`src/rtl/sb_pkg.sv`:
```
// Shared sideband definitions used by the transmit serializer and the receiver.
package sb_pkg;

  localparam int unsigned SB_WORD_W  = 64;
  localparam int unsigned SB_IDLE_UI = 32;

  typedef enum logic [1:0] {
    SB_TX_IDLE,
    SB_TX_SEND,
    SB_TX_GAP
  } sb_tx_state_t;

endpackage

```
`src/rtl/sb_fifo.sv`:
```
// Synchronous word FIFO with occupancy count; shared by sideband TX and RX paths.
module sb_fifo #(
  parameter int unsigned WIDTH = 64,
  parameter int unsigned DEPTH = 4
) (
  input  logic                       clk,
  input  logic                       reset,
  input  logic                       push_i,
  input  logic                       pop_i,
  input  logic [WIDTH-1:0]           data_i,
  output logic [WIDTH-1:0]           data_o,
  output logic [$clog2(DEPTH):0]     count_o,
  output logic                       full_o,
  output logic                       empty_o
);

  localparam int unsigned AW = $clog2(DEPTH);
  localparam int unsigned CW = AW + 1;

  logic [WIDTH-1:0] r_mem [DEPTH];
  logic [AW-1:0]    r_wr_ptr;
  logic [AW-1:0]    r_rd_ptr;
  logic [CW-1:0]    r_count;

  // Storage carries no reset; occupancy is tracked by the pointers and count.
  always_ff @(posedge clk) begin
    if (push_i) begin
      r_mem[r_wr_ptr] <= data_i;
    end
  end

  always_ff @(posedge clk or posedge reset) begin
    if (reset) begin
      r_wr_ptr <= '0;
      r_rd_ptr <= '0;
      r_count  <= '0;
    end else begin
      if (push_i) begin
        r_wr_ptr <= r_wr_ptr + 1'b1;
      end
      if (pop_i) begin
        r_rd_ptr <= r_rd_ptr + 1'b1;
      end
      case ({push_i, pop_i})
        2'b10:   r_count <= r_count + 1'b1;
        2'b01:   r_count <= r_count - 1'b1;
        default: r_count <= r_count;
      endcase
    end
  end

  assign data_o  = r_mem[r_rd_ptr];
  assign count_o = r_count;
  assign full_o  = (r_count == CW'(DEPTH));
  assign empty_o = (r_count == '0);

endmodule

```
`src/rtl/sb_tx_serializer.sv`:
```
// Sideband transmit serializer: buffers 64-bit words and shifts them LSB-first onto
// the data pin with a forwarded clock (1 UI = 2 clk), followed by a fixed low-data gap.
module sb_tx_serializer
  import sb_pkg::*;
#(
  parameter int unsigned BUFFER_SIZE = 4,
  parameter int unsigned IDLE_UI     = SB_IDLE_UI
) (
  input  logic                 clk,
  input  logic                 reset,
  input  logic [SB_WORD_W-1:0] data_i,
  input  logic                 valid_i,
  output logic                 ready_o,
  output logic                 dataPin_o,
  output logic                 clkPin_o,
  output logic                 busy_o
);

  localparam int unsigned CW = $clog2(BUFFER_SIZE) + 1;
  localparam int unsigned GW = $clog2(IDLE_UI) + 1;

  sb_tx_state_t         r_state, w_state_d;
  logic [SB_WORD_W-1:0] r_shift, w_shift_d;
  logic [5:0]           r_bit_cnt, w_bit_cnt_d;
  logic [GW-1:0]        r_gap_cnt, w_gap_cnt_d;
  logic                 r_phase, w_phase_d;
  logic                 r_clk_pin, w_clk_pin_d;
  logic                 r_data_pin, w_data_pin_d;

  logic                 w_push;
  logic                 w_pop;
  logic [SB_WORD_W-1:0] w_fifo_data;
  logic [CW-1:0]        w_fifo_count;
  logic                 w_fifo_full;
  logic                 w_fifo_empty;

  assign ready_o = !w_fifo_full;
  assign w_push  = valid_i && ready_o;

  sb_fifo #(
    .WIDTH (SB_WORD_W),
    .DEPTH (BUFFER_SIZE)
  ) u_fifo (
    .clk     (clk),
    .reset   (reset),
    .push_i  (w_push),
    .pop_i   (w_pop),
    .data_i  (data_i),
    .data_o  (w_fifo_data),
    .count_o (w_fifo_count),
    .full_o  (w_fifo_full),
    .empty_o (w_fifo_empty)
  );

  // r_phase=0 is the clock-high half of a UI; state advances at the end of phase 1.
  always_comb begin
    w_state_d   = r_state;
    w_shift_d   = r_shift;
    w_bit_cnt_d = r_bit_cnt;
    w_gap_cnt_d = r_gap_cnt;
    w_phase_d   = 1'b0;
    w_pop       = 1'b0;

    case (r_state)
      SB_TX_IDLE: begin
        if (!w_fifo_empty) begin
          w_pop       = 1'b1;
          w_shift_d   = w_fifo_data;
          w_bit_cnt_d = '0;
          w_state_d   = SB_TX_SEND;
        end
      end
      SB_TX_SEND: begin
        w_phase_d = ~r_phase;
        if (r_phase) begin
          if (r_bit_cnt == 6'd63) begin
            w_gap_cnt_d = '0;
            w_state_d   = SB_TX_GAP;
          end else begin
            w_bit_cnt_d = r_bit_cnt + 6'd1;
          end
        end
      end
      SB_TX_GAP: begin
        w_phase_d = ~r_phase;
        if (r_phase) begin
          if (r_gap_cnt == GW'(IDLE_UI - 1)) begin
            if (!w_fifo_empty) begin
              w_pop       = 1'b1;
              w_shift_d   = w_fifo_data;
              w_bit_cnt_d = '0;
              w_state_d   = SB_TX_SEND;
            end else begin
              w_state_d = SB_TX_IDLE;
            end
          end else begin
            w_gap_cnt_d = r_gap_cnt + 1'b1;
          end
        end
      end
      default: w_state_d = SB_TX_IDLE;
    endcase

    // Pins are registered one cycle behind the state so they change only on clkPin_o rise.
    w_clk_pin_d  = (r_state != SB_TX_IDLE) && !r_phase;
    w_data_pin_d = (r_state == SB_TX_SEND) && r_shift[r_bit_cnt];
  end

  always_ff @(posedge clk or posedge reset) begin
    if (reset) begin
      r_state    <= SB_TX_IDLE;
      r_shift    <= '0;
      r_bit_cnt  <= '0;
      r_gap_cnt  <= '0;
      r_phase    <= 1'b0;
      r_clk_pin  <= 1'b0;
      r_data_pin <= 1'b0;
    end else begin
      r_state    <= w_state_d;
      r_shift    <= w_shift_d;
      r_bit_cnt  <= w_bit_cnt_d;
      r_gap_cnt  <= w_gap_cnt_d;
      r_phase    <= w_phase_d;
      r_clk_pin  <= w_clk_pin_d;
      r_data_pin <= w_data_pin_d;
    end
  end

  assign clkPin_o  = r_clk_pin;
  assign dataPin_o = r_data_pin;
  assign busy_o    = (r_state != SB_TX_IDLE) || (w_fifo_count != '0);

endmodule

```
`config.mk`:
```
export PLATFORM = sky130hd
export DESIGN_NAME = sb_tx_serializer
export DESIGN_NICKNAME = d
export VERILOG_FILES = /design/src/rtl/sb_pkg.sv /design/src/rtl/sb_fifo.sv /design/src/rtl/sb_tx_serializer.sv
export SDC_FILE = /design/constraint.sdc
export NUM_CORES = 1
export LEC_CHECK = 0
export CELL_PAD_IN_SITES_DETAIL_PLACEMENT = 2
export CELL_PAD_IN_SITES_GLOBAL_PLACEMENT = 2
export CORE_MARGIN = 4
export CORE_UTILIZATION = 45
export DETAILED_ROUTE_END_ITERATION = 8
export PLACE_DENSITY_LB_ADDON = 0.1
export SKIP_CTS_REPAIR_TIMING = 1
export SYNTH_ARGS = -nofsm -noshare
export SYNTH_HDL_FRONTEND = slang
export SYNTH_SLANG_ARGS = --single-unit
```
`constraint.sdc`:
```
create_clock -name clk -period 3.3 [get_ports clk]
set_clock_uncertainty 0.05 [all_clocks]
set_input_delay 0.33 -clock clk [delete_from_list [all_inputs] [get_ports clk]]
set_output_delay 0.33 -clock clk [all_outputs]
set_load 0.01 [all_outputs]
```
Figure 1. The clock network.
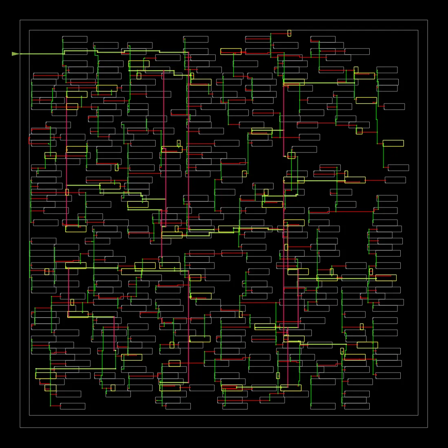
Power Clock: 0.00389 W
clkbuf count: 57
seq_cells: 344

Figure 2. Metal 3.
The bar under the picture is 50 µm long.
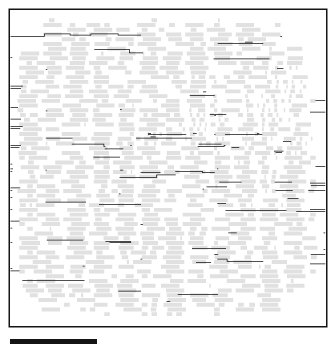
- wire length on this layer: 932 µm
- share of all routed wire: 3.1%
Detailed Route WL: 30500 µm
met3 Usage GRT: 0.0286
via count: 6521

==> metrics.csv <==
stage,metric,value,unit
outcome,status,completed,
drt,DR DRC count,0,
final_layout,final core occ,0.539,
pwr,power per cell area,662,mW/mm²
global_route,first-pass GRT wire length,47400,µm
setup_path,worst reg2reg startpoint,r_state[0]$_DFFE_PP0P_,
placed_design,GPL Wtd Cong,0.719,
logic_synthesis,dominant register cell,edfxtp_1,
logic_synthesis,synthesized area per cell,20.8,µm²
setup_path,critical path's slowest cell,dfrtp_1,
setup_path,CP Launch Type,flip-flop,
floorplanning,Die Y,181,µm
setup_path,Top delay family on crit path,adder cells,
min_path,Worst Hold Class,in -> async,
run,Max Cap Viol,0,
final_layout,fin nets,823,
final_layout,fill cell count,2527,
setup_path,reg2reg end,u_fifo.count_o[2]$_DFFE_PP0P_,
drt,max layer used,met4,
global_route,gr ovfl total,0,
timing,Slew Limit Fails,0,
logic_synthesis,syn nets,730,
logic_synthesis,ys async rst share,0.256,
setup_path,Crit Path Category,reg -> reg,
pwr,total power,0.0106,W
final_layout,Gate Area,0.00342,mm²
clock_tree,clock latency on the worst-skew pair,0.52,ns
floorplanning,FP Util,0.456,
setup_path,crit path cell chain,inv_1 -> ha_1 -> and4_1 -> o21a_1 -> ha_1 -> inv_1 -> fa_1 -> xor2_1 -> nor2_1 -> xor2_1,
clock_tree,clock buffer depth,3,
timing,final setup fails,0,
timing,Least-Margin Pin Slew,0.828,ns
timing,Achievable Freq,367,MHz
final_layout,fraction of layout cells with a size suffix above 1,0.286,
floorplanning,I/O Pins,71,
setup_path,Worst EP arrival,3.11,ns
timing,post-layout period usage,0.825,
setup_path,CP max FO,10,
global_route,grt met2 use,0.331,
global_route,antenna violations before repair,0,
drt,met2 wire length,16100,µm
placed_design,hpwl dp,18800,µm
logic_synthesis,mapped cell area,0.0135,mm²
clock_tree,Clock Root Buffer,clkbuf_16,
drt,vias per inst,5.61,
logic_synthesis,top cells by count,"256 x edfxtp_1, 88 x dfrtp_1, 78 x mux4_2",
logic_synthesis,cell count after synthesis,651,
drt,wl on met1,12800,µm
logic_synthesis,number of synthesized register bits,344,
floorplanning,Die X,181,µm
placed_design,port bufs,70,
placed_design,post-placement cell area,0.0148,mm²
setup_path,crit path DRT,3.68,ns
setup_path,WP depth,10,
final_layout,Largest Register,u_fifo.r_mem,
placed_design,DP Worst Slack,0.597,ns
timing,Final Critical Period,2.72,ns
timing,worst setup margin,0.577,ns
setup_path,flop2flop setup slack,0.58,ns
clock_tree,CTS buffer count,37,
clock_tree,H-tree Lvls,2,
timing,final hold violation count,0,
clock_tree,CTS clock-pin slew for the worst setup and hold paths,0.06,ns
drt,1st-iter DRT viols,394,
logic_synthesis,Synth area leaders,"edfxtp_1 57%, dfrtp_1 16%, mux4_2 13%",
logic_synthesis,Yosys chip area,0.0135,mm²
timing,hold slack,0.240,ns
global_route,vias in the first global route,7582,
logic_synthesis,Top cell area share,0.569,
final_layout,max reg flops,256,
setup_path,kind of end point of the critical path,flip-flop,
global_route,met1 usage,0.246,
logic_synthesis,"count leader, synth",edfxtp_1,
timing,setup TNS,0,ns
final_layout,antenna cells,0,
setup_path,"Buf+Inv Stages, Crit Path",2,
logic_synthesis,"area leader, netlist",edfxtp_1,
final_layout,layout overhead on the synthesized area,18.1,%
global_route,most used routing layer,met2,
placed_design,Inst Count DP,1095,
final_layout,largest registers,"u_fifo.r_mem x256, r_shift x64",
floorplanning,chip area,0.0329,mm²
setup_path,Worst Reg-to-Reg Cells,10,
global_route,global-route usage over all layers,0.189,
drt,met3 wire length,932,µm
setup_path,max incr delay on CP,0.45,ns
final_layout,post-route non-filler standard cell count,1163,
logic_synthesis,Post-synth seq share,0.732,
timing,unrepaired setup endpoints after global routing,no,
global_route,largest net degree at the start of global routing,67,
floorplanning,Placeable Area,0.0296,mm²
drt,DRT Pass-1 Iters,4,
final_layout,final instance area,0.0160,mm²
floorplanning,Row Count,63,
final_layout,sequential cell area,0.00989,mm²
clock_tree,CTS tree,done,
pwr,worst vdd ir,0.000436,V
final_layout,most frequent logic cells in the routed design,"256 x edfxtp_1, 86 x dfrtp_1, 78 x mux4_2, 70 x clkdlybuf4s50_1, 62 x mux2_2",
logic_synthesis,synth unique cells,47,
final_layout,most instantiated logic cell after routing,edfxtp_1,
drt,antenna-violating nets left,0,
logic_synthesis,count of library flops with an enable pin,256,
drt,post-DR wirelength/cell,26.2,µm
clock_tree,CTS Sinks,344,
logic_synthesis,Yosys Warn Count,0,
timing,Slew HR,0.448,
report_power, final:
part / internal, W / switching, W / leakage [nW] / total [W]
logic: 0.000440 / 0.000671 / 1.58 / 0.00111
registers: 0.00540 / 0.000178 / 3.39 / 0.00557
clock network: 0.00229 / 0.00161 / 0.567 / 0.00389
worst max path at each step:
stage          slack, ns                     startpoint                       endpoint
3_3_place_gp        0.75         r_state[0]$_DFFE_PP0P_  u_fifo.count_o[2]$_DFFE_PP0P_
6_report            0.58         r_state[0]$_DFFE_PP0P_  u_fifo.count_o[2]$_DFFE_PP0P_
4_1_cts             0.57         r_state[0]$_DFFE_PP0P_  u_fifo.count_o[2]$_DFFE_PP0P_
2_1_floorplan       0.57  u_fifo.count_o[0]$_DFFE_PP0P_   u_fifo.r_mem[1][0]$_DFFE_PP_
3_5_place_dp        0.60         r_state[0]$_DFFE_PP0P_  u_fifo.count_o[2]$_DFFE_PP0P_
5_1_grt             0.42         r_state[0]$_DFFE_PP0P_  u_fifo.count_o[2]$_DFFE_PP0P_
worst register-to-register path, stage by stage (launching register included):
cell     delay [ns]
dfrtp_1        0.45
inv_1          0.13
ha_1           0.35
and4_1         0.33
o21a_1         0.19
ha_1           0.21
inv_1          0.08
fa_1           0.43
xor2_1         0.15
nor2_1         0.12
xor2_1         0.16
area by class of cell:
type,count,area share
clock inverter,11,0.00368
timing repair buffer,86,0.0608
multi-input combinational,264,0.214
inverter,11,0.00266
clock buffer,57,0.0685
tap,390,0.0306
sequential,344,0.620
cell families after synthesis:
logic type               Yosys count  share of synthesized area
adder cells (fa/ha/maj)           12                     0.0117
AND-OR/OR-AND                     33                     0.0170
buffers and inverters             43                     0.0157
flip-flops                       344                      0.732
AND/OR/NAND/NOR                   59                     0.0232
XOR/XNOR                           9                    0.00583
multiplexers                     151                      0.195
Power figures rest on the tool's default switching activity, not on a simulated workload.
